The metal 1 layer:
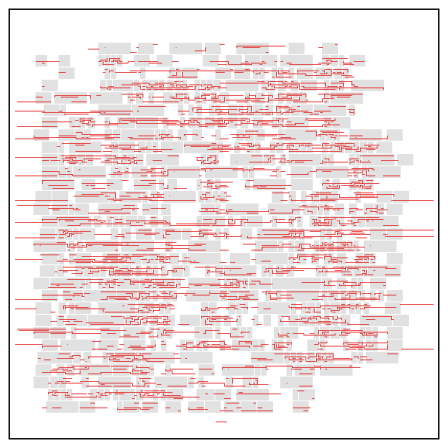
Met2 routing:
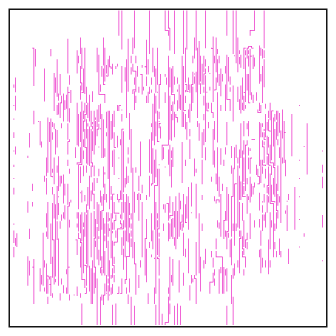
Metal 3:
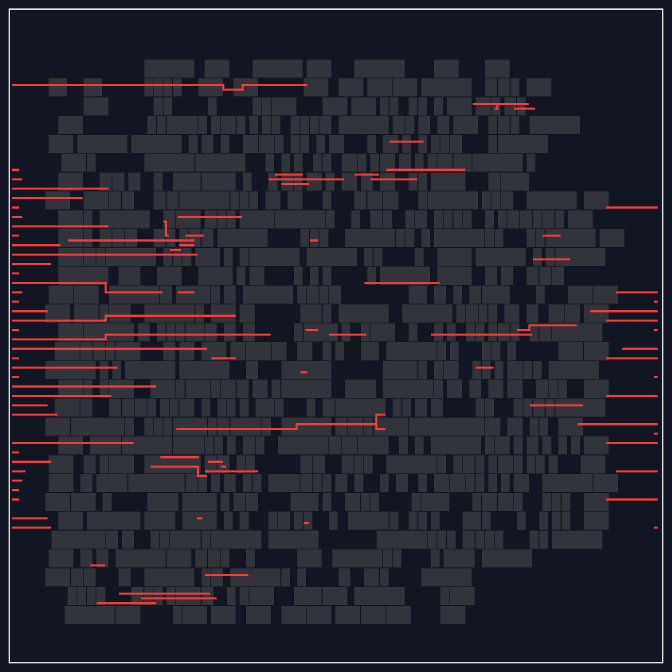
Register map, names as in the netlist:
The bar under the picture is 20 um long. Other sequential cells in the stronger gray, the rest of the logic in the fainter gray.
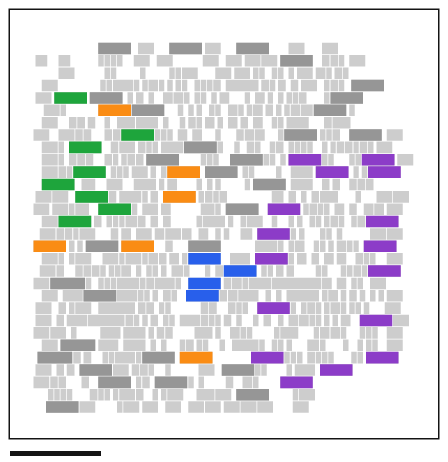
Track usage over the die:
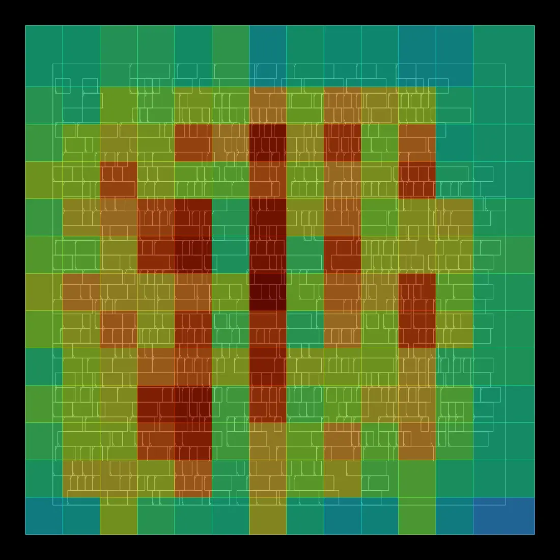
===== src/rtl/alu_drv_pkg.sv =====
// Shared types and the reference model for the ALU operand driver.
package alu_drv_pkg;

  typedef enum logic [1:0] {
    OP_ADD  = 2'b00,
    OP_SUB  = 2'b01,
    OP_RSV2 = 2'b10,
    OP_RSV3 = 2'b11
  } op_e;

  typedef enum logic [1:0] {
    S_IDLE   = 2'd0,
    S_SETTLE = 2'd1,
    S_RESP   = 2'd2
  } state_e;

  // Widths of the model's operand and result buses; callers zero-extend
  // their operands into EXP_IN_W and truncate the result to their width,
  // which also yields the modulo behaviour for subtraction.
  localparam int unsigned EXP_IN_W  = 16;
  localparam int unsigned EXP_OUT_W = 32;

  // Reference result of the arithmetic device; reserved opcodes give 0.
  function automatic logic [EXP_OUT_W-1:0] alu_expected(
    input logic [EXP_IN_W-1:0] in1,
    input logic [EXP_IN_W-1:0] in2,
    input logic [1:0]          op
  );
    logic [EXP_OUT_W-1:0] r;
    r = '0;
    case (op)
      OP_ADD:  r = {16'd0, in1} + {16'd0, in2};
      OP_SUB:  r = {16'd0, in1} - {16'd0, in2};
      default: r = '0;
    endcase
    return r;
  endfunction

endpackage


===== src/rtl/alu_op_driver_sat_counter.sv =====
// Saturating up-counter: increments on inc, sticks at all-ones, cleared synchronously.
module sat_counter #(
  parameter int CNT_W = 16
) (
  input  logic             clk,
  input  logic             clear,
  input  logic             inc,
  output logic [CNT_W-1:0] count
);

  logic [CNT_W-1:0] count_q;
  logic [CNT_W-1:0] count_d;

  // Next count: step unless already saturated.
  always_comb begin
    count_d = count_q;
    if (inc && (count_q != '1)) count_d = count_q + 1'b1;
  end

  // Count register with synchronous clear.
  always_ff @(posedge clk) begin
    if (clear) count_q <= '0;
    else       count_q <= count_d;
  end

  assign count = count_q;

endmodule


===== src/rtl/alu_op_driver.sv =====
// Sequential initiator for a 4-bit combinational arithmetic device: accepts a
// command, drives the device, waits SETTLE edges, samples and checks the result.
module alu_op_driver
  import alu_drv_pkg::*;
#(
  parameter int DATA_W = 4,
  parameter int OUT_W  = 8,
  parameter int SETTLE = 1,
  parameter int CNT_W  = 16
) (
  input  logic              clk,
  input  logic              rst,
  input  logic              cmd_valid,
  output logic              cmd_ready,
  input  logic [DATA_W-1:0] cmd_in1,
  input  logic [DATA_W-1:0] cmd_in2,
  input  logic [1:0]        cmd_opcode,
  output logic [DATA_W-1:0] dut_in1,
  output logic [DATA_W-1:0] dut_in2,
  output logic [1:0]        dut_opcode,
  input  logic [OUT_W-1:0]  dut_out,
  output logic              rsp_valid,
  input  logic              rsp_ready,
  output logic [OUT_W-1:0]  rsp_out,
  output logic [OUT_W-1:0]  rsp_expected,
  output logic              rsp_checked,
  output logic              rsp_error,
  output logic              busy,
  output logic [CNT_W-1:0]  pass_cnt,
  output logic [CNT_W-1:0]  err_cnt
);

  // The settle counter holds "edges remaining minus one", so capture happens
  // exactly SETTLE edges after the accept edge.
  localparam logic [3:0] SETTLE_LOAD = 4'(SETTLE - 1);

  state_e            state_q, state_d;
  logic [3:0]        settle_q, settle_d;
  logic [DATA_W-1:0] dut_in1_q, dut_in1_d;
  logic [DATA_W-1:0] dut_in2_q, dut_in2_d;
  logic [1:0]        dut_op_q, dut_op_d;
  logic [OUT_W-1:0]  rsp_out_q, rsp_out_d;
  logic [OUT_W-1:0]  rsp_exp_q, rsp_exp_d;
  logic              rsp_chk_q, rsp_chk_d;
  logic              rsp_err_q, rsp_err_d;

  logic [OUT_W-1:0]  exp_now;
  logic              chk_now;
  logic              err_now;
  logic              capture;
  logic              pass_inc;
  logic              err_inc;

  // Model result and verdict for the operands currently driven on the device.
  always_comb begin
    exp_now = OUT_W'(alu_expected(EXP_IN_W'(dut_in1_q), EXP_IN_W'(dut_in2_q), dut_op_q));
    chk_now = (dut_op_q == OP_ADD) || (dut_op_q == OP_SUB);
    err_now = chk_now && (dut_out != exp_now);
  end

  // FSM next-state, operand drive and response capture.
  always_comb begin
    state_d   = state_q;
    settle_d  = settle_q;
    dut_in1_d = dut_in1_q;
    dut_in2_d = dut_in2_q;
    dut_op_d  = dut_op_q;
    rsp_out_d = rsp_out_q;
    rsp_exp_d = rsp_exp_q;
    rsp_chk_d = rsp_chk_q;
    rsp_err_d = rsp_err_q;
    capture   = 1'b0;
    case (state_q)
      S_IDLE: begin
        if (cmd_valid) begin
          dut_in1_d = cmd_in1;
          dut_in2_d = cmd_in2;
          dut_op_d  = cmd_opcode;
          settle_d  = SETTLE_LOAD;
          state_d   = S_SETTLE;
        end
      end
      S_SETTLE: begin
        if (settle_q == 4'd0) begin
          capture   = 1'b1;
          rsp_out_d = dut_out;
          rsp_exp_d = exp_now;
          rsp_chk_d = chk_now;
          rsp_err_d = err_now;
          state_d   = S_RESP;
        end else begin
          settle_d = settle_q - 4'd1;
        end
      end
      S_RESP: begin
        if (rsp_ready) state_d = S_IDLE;
      end
      default: state_d = S_IDLE;
    endcase
  end

  assign pass_inc = capture && chk_now && !err_now;
  assign err_inc  = capture && err_now;

  // State, drive and response registers; reset clears everything, dropping
  // any command in flight.
  always_ff @(posedge clk) begin
    if (rst) begin
      state_q   <= S_IDLE;
      settle_q  <= '0;
      dut_in1_q <= '0;
      dut_in2_q <= '0;
      dut_op_q  <= '0;
      rsp_out_q <= '0;
      rsp_exp_q <= '0;
      rsp_chk_q <= 1'b0;
      rsp_err_q <= 1'b0;
    end else begin
      state_q   <= state_d;
      settle_q  <= settle_d;
      dut_in1_q <= dut_in1_d;
      dut_in2_q <= dut_in2_d;
      dut_op_q  <= dut_op_d;
      rsp_out_q <= rsp_out_d;
      rsp_exp_q <= rsp_exp_d;
      rsp_chk_q <= rsp_chk_d;
      rsp_err_q <= rsp_err_d;
    end
  end

  sat_counter #(.CNT_W(CNT_W)) u_pass_cnt (
    .clk   (clk),
    .clear (rst),
    .inc   (pass_inc),
    .count (pass_cnt)
  );

  sat_counter #(.CNT_W(CNT_W)) u_err_cnt (
    .clk   (clk),
    .clear (rst),
    .inc   (err_inc),
    .count (err_cnt)
  );

  assign cmd_ready    = (state_q == S_IDLE);
  assign busy         = (state_q != S_IDLE);
  assign rsp_valid    = (state_q == S_RESP);
  assign dut_in1      = dut_in1_q;
  assign dut_in2      = dut_in2_q;
  assign dut_opcode   = dut_op_q;
  assign rsp_out      = rsp_out_q;
  assign rsp_expected = rsp_exp_q;
  assign rsp_checked  = rsp_chk_q;
  assign rsp_error    = rsp_err_q;

endmodule


===== config.mk =====
export PLATFORM = sky130hd
export DESIGN_NAME = alu_op_driver
export DESIGN_NICKNAME = d
export VERILOG_FILES = /design/src/rtl/alu_drv_pkg.sv /design/src/rtl/alu_op_driver_sat_counter.sv /design/src/rtl/alu_op_driver.sv
export SDC_FILE = /design/constraint.sdc
export NUM_CORES = 1
export LEC_CHECK = 0
export ABC_AREA = 1
export CORE_MARGIN = 5
export CORE_UTILIZATION = 50
export CTS_CLUSTER_DIAMETER = 120
export DETAILED_ROUTE_END_ITERATION = 12
export GPL_TIMING_DRIVEN = 0
export PLACE_DENSITY = 0.8
export SETUP_SLACK_MARGIN = 0.15
export SLEW_MARGIN = 25
export SYNTH_ARGS = -nofsm -noshare
export SYNTH_HDL_FRONTEND = slang
export SYNTH_HIERARCHICAL = 1
export SYNTH_SLANG_ARGS = --single-unit
export TNS_END_PERCENT = 100

===== constraint.sdc =====
create_clock -name clk -period 3.1 [get_ports clk]
set_input_delay 0.465 -clock clk [delete_from_list [all_inputs] [get_ports clk]]
set_output_delay 0.465 -clock clk [all_outputs]
set_load 0.01 [all_outputs]

==> run notes <==
Item: results of the latest flow run.

- The final timing report derives a shortest allowable period of around 2.8 ns.
- The number of endpoints failing setup at the final stage is 0.
- The final layout contains 662 nets.
- The tool warning count for the run is 32.
- The share of total power consumed by net switching is 29.5%.
- The slowest cell on the critical path is sky130_fd_sc_hd__fa_2.
- The placement report lists the number of port buffers as 84.
- Dividing the final minimum period by the clock period gives 89.5%.
- The reg-to-reg critical path startpoint is dut_in1[0]$_SDFFE_PP0P_.
- The critical path in this run is classified as reg -> reg.
- The sum of buffers and inverters on the critical path is 4.
- In this run the number of cells on the critical path is 21.
- From bottom edge to top edge, the die measures about 94 um.
- The total routed wirelength is ~9.2 mm.
- The termination of the worst setup path is u_pass_cnt/count[14]$_SDFFE_PP0P_.
- The DRC violation total left in the routed layout is recorded as 0.
- The tool flagged a number of max-cap violations equal to 0.
- Per the detail_route report, the via count comes to 3675.
- The count of pins on the block boundary is 85.
- The flow ran to the end, and the final reports show no timing, DRC or antenna violations.
- The tightest hold path in the finished design has a slack of around 0.48 ns.
- The core region area is between 6000 and 7000 um2.
- Data arrives at the worst endpoint at about 3 ns.
- Setup slack on the worst path after placement came out at ~0.24 ns.
- The first routing iteration left between 150 and 200 violations.
- For reference, the post-synthesis area per instance comes to between 6 and 7 um2.
- STA classifies the critical path startpoint as a flop.
- The worst slew margin relative to its limit is 72.0%.
- The total negative slack is 0 ns.
- The report gives the cell count of the worst hold path as 2.
- Per the post-route antenna check, the number of violating nets is 0.
- For the worst-skew pair, the clock arrives at the later sink with an insertion delay of between 0.3 and 0.4 ns.
- Max fanout on the critical path was recorded as 7.
- Setup repair after global routing could not meet its margin everywhere.
About 'the metal 1 layer':
longest straight run	37.7 um
nets with wire on the layer	606
wire length on this layer	4000 um

About 'met2 routing':
wire length on this layer	4430 um
longest straight run	29.2 um
main direction	vertical
share of all routed wire	48%
nets with wire on the layer	551

About 'metal 3':
nets with wire on the layer	84
wire length on this layer	685 um

About 'register map, names as in the netlist':
color	signal	placed flops
orange	rsp_expected	6
blue	settle_q	4
purple	u_pass_cnt/count	16
green	rsp_out	8
not colored	30

About 'track usage over the die':
met2 track demand over resource: 34.5%
average wire per cell in the routed design: 12.7 um

-- final cells by class --
class / count / area share, %
buffer: 11 / 1.42
clock buffer: 14 / 3.84
clock inverter: 2 / 0.737
inverter: 54 / 4.26
multi-input combinational: 401 / 42.3
sequential: 64 / 27.0
tap: 96 / 2.53
timing repair buffer: 85 / 17.8
-- power groups by stage --
stage	clock (mW)	sequential (mW)	combinational (mW)
after global placement	0	0.951	0.506
after CTS	0.790	0.935	0.529
after global routing	0.831	0.946	0.596
after floorplan	0	0.968	0.279
final	0.777	0.938	0.536
after detailed placement	0	0.952	0.523
-- timing repair --
action	4_1_cts	5_1_grt
hold buffers	0	0
setup endpoints to repair	0	10
gates resized	0	11
endpoints found under the hold margin	0	0
setup buffers	0	1
-- sequential cells by signal, summed over array words and instances (netlist names) --
| name | cells |
|---|---|
| rsp_checked | 1 |
| state_q | 2 |
| rsp_out | 8 |
| u_pass_cnt/count | 16 |
| dut_in1 | 4 |
| rsp_error | 1 |
| dut_in2 | 4 |
| settle_q | 4 |
| rsp_expected | 6 |
| u_err_cnt/count | 16 |
| dut_opcode | 2 |
-- worst reg2reg max path: stages, from the launching register on --
cell and delay, ns:
sky130_fd_sc_hd__dfxtp_2 0.34, sky130_fd_sc_hd__inv_1 0.05, sky130_fd_sc_hd__ha_1 0.18, sky130_fd_sc_hd__inv_1 0.09
sky130_fd_sc_hd__fa_2 0.45, sky130_fd_sc_hd__nand3_2 0.10, sky130_fd_sc_hd__nand2_1 0.06, sky130_fd_sc_hd__nand2_1 0.07
sky130_fd_sc_hd__nand2_1 0.06, sky130_fd_sc_hd__nor2_1 0.11, sky130_fd_sc_hd__nand3_2 0.09, sky130_fd_sc_hd__nor2_2 0.10
sky130_fd_sc_hd__nand2_2 0.07, sky130_fd_sc_hd__nor2_1 0.09, sky130_fd_sc_hd__buf_4 0.15, sky130_fd_sc_hd__nand2_1 0.09
sky130_fd_sc_hd__inv_1 0.08, sky130_fd_sc_hd__nand3_1 0.14, sky130_fd_sc_hd__nor2_2 0.14, sky130_fd_sc_hd__nand3_1 0.09
sky130_fd_sc_hd__nand2_1 0.08, sky130_fd_sc_hd__nor2_1 0.04
-- synth_stat cells (all sizes together) --
master,count
nand2,136
nor2,128
dfxtp,64
inv,54
nand3,38
a21oi,37
o21ai,25
ha,12
buf,7
nor3,7
nand4,6
clkbuf,4
a31oi,3
or2,3
and3,2
fa,2
nand3b,1
xor2,1
-- cells by family after synthesis --
| group | Yosys count | share of synthesized area, % |
|---|---|---|
| AND-OR/OR-AND | 65 | 9.40 |
| XOR/XNOR | 1 | 0.247 |
| adder cells (fa/ha/maj) | 14 | 5.37 |
| buffers and inverters | 65 | 7.56 |
| flip-flops | 64 | 36.2 |
| AND/OR/NAND/NOR | 321 | 41.2 |
-- layer usage --
metal	wire, um	share of wire [%]
met1	4000	43
met2	4430	48
met3	684	7.4
met4	112	1.2
met5	0	0
Power figures rest on the tool's default switching activity, not on a simulated workload.
